Metal 1:
Supply wires on this layer in grey.
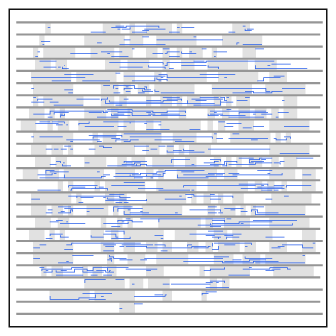
Routed clock nets over the placement:
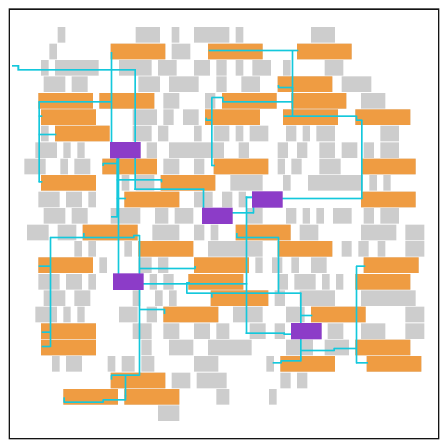
Cells by drive strength:
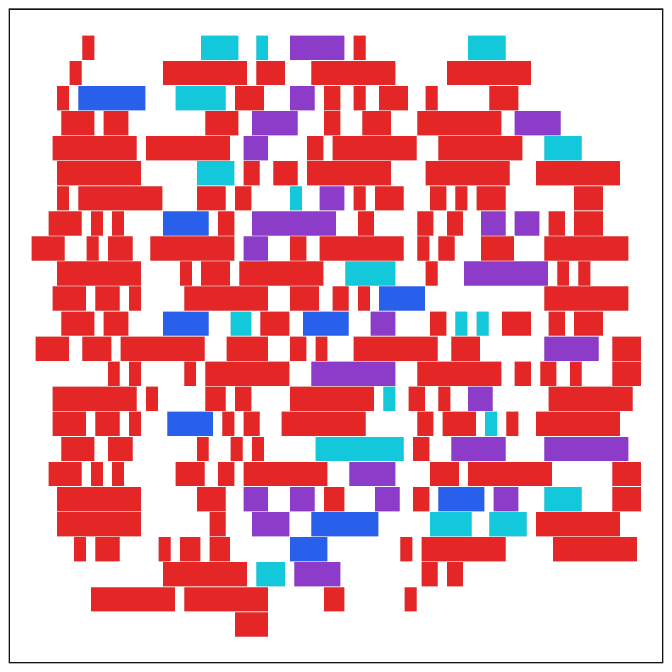
Placement by cell class:
Bar = 20 µm.
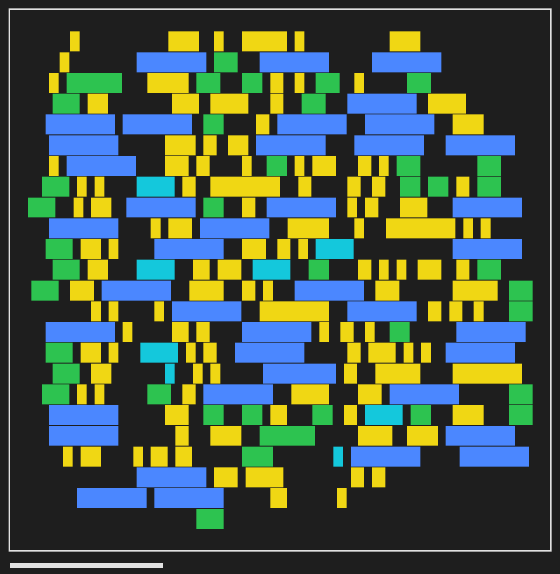
Design bin_to_bcd, sky130hd; sources not shown.
==> flow_metrics.py <==
# Generated from Yosys and OpenROAD reports
metrics = {
    "floorplan": {
        "die_area_um2": 5010,
        "taps": 52,
        "initial_core_util_pct": 40.4,
        "die_w_um": 70.8,
    },
    "global_routing": {
        "use_met2_pct": 29.9,
        "grt_pass1_vias": 1414,
        "antenna_found_initial": 0,
        "grt_overflow_total": 0,
        "use_met3_pct": 3.70,
    },
    "final_timing": {
        "final_hold_viol_count": 0,
        "slew_viol_final": 0,
        "hold_slack_ns": 0.346,
    },
    "synth": {
        "top_cells_by_area": "dfrtp_1 56%, nand2_1 6.5%, o21ai_0 5.3%",
        "edf_count": 0,
        "ys_types": 27,
        "numSynthFlops": 40,
        "synth_adder_area_share_pct": 4.87,
        "synth.avg_cell_area_um2": 10.6,
        "yosys_area_um2": 1800,
        "ys_sh_simple_pct": 13.9,
        "synthTopLogicFamily": "simple AND/OR/NAND/NOR gates",
        "syn-cell-area_um2": 1800,
        "top_cell": "dfrtp_1",
        "ys_sh_mux_pct": 5.43,
        "synthFlopType": "dfrtp_1",
    },
    "worst_setup_path": {
        "crit_chain": "ha_4, nand2b_4, a21oi_4, mux2i_1, a22o_1",
        "worstPathMaxFanout": 3,
        "cp_num_buf_inv": 0,
        "r2r_slack_ns": 0.01,
        "critPathSlowestCell": "dfrtp_2",
        "critPathLaunchType": "flop",
        "required_ns": 1.63,
        "worst-path-stages": 5,
    },
    "clocking": {
        "cts-buffers-inserted": 5,
        "cts-resized-gates": 23,
        "postCtsSetupBuffers": 1,
        "ctsHtreeMaxLevel": 2,
    },
    "route": {
        "drt-initial-drc-count": 33,
        "topRoutingLayerUsed": "met4",
        "wl_met1_um": 1720,
        "ant_nets": 0,
        "avgViaCountPerCell": 5.20,
    },
    "run_status": {
        "status": "finished, final reports clean",
    },
    "power_and_ir_drop": {
        "p_total_mw": 5.56,
        "p_seq_mw": 2.05,
        "power_leader": "combinational logic",
        "irDropWorstVdd_mv": 0.797,
    },
    "placed_design": {
        "dp_hpwl_um": 2740,
        "dp_cells": 250,
        "dp_slack_ns": -0.224,
        "gp_congestion": 0.789,
    },
    "layout": {
        "n_clock_buffer": 8,
        "finish.utilization_pct": 53.7,
        "n_all_inverters": 8,
        "insertedDiodeCount": 0,
        "ff_count": 40,
        "lay_top_count": "dfrtp_1",
        "drive_gt1_share_pct": 24.5,
        "nNetsFinal": 225,
        "largest_register_ffs": 20,
        "dominant_cells": "registers",
        "clock_area_share_pct": 3.78,
        "fin_cells": 260,
    },
    "run": {
        "drv_cap": 0,
    },
}
Notes on 'metal 1' above:
- nets with wire on the layer: 196
- share of all routed wire: 42%
- wire length on this layer: 1,720 µm
routed via count: 1,351
wirelength, routed: 4130 µm
met1 Usage GRT: 20.0%

Notes on 'routed clock nets over the placement' above:
- clock-net drivers: purple (count 5)
- flip-flops: orange (count 40)
- clock wires: cyan (length 494 µm)
- flops lie: all over the die
- routed clock nets: 6
Late-Pin Clk Latency: 0.29 ns
Worst Skew: 0.00662 ns
Clock power frac: 14.1%
clock-net power: 0.783 mW

Notes on 'cells by drive strength' above:
- x1 and smaller: red (cells 157)
- x6 and larger: blue (cells 9)
- x3 and x4: purple (cells 24)
- x2: cyan (cells 18)
worst setup margin: 0.0136 ns
Area Overhead vs Synth: 32.8%

Notes on 'placement by cell class' above:
- registers: blue (cells 40)
- remaining logic cells: yellow (cells 121)
- remaining buffers and delay cells: green (cells 39)
- clock drivers and dummy loads: cyan (cells 8)
Core Area: 4440 µm²
Design Area, Final: 2390 µm²
fraction of area in registers: 42.0%

Power figures rest on the tool's default switching activity, not on a simulated workload.
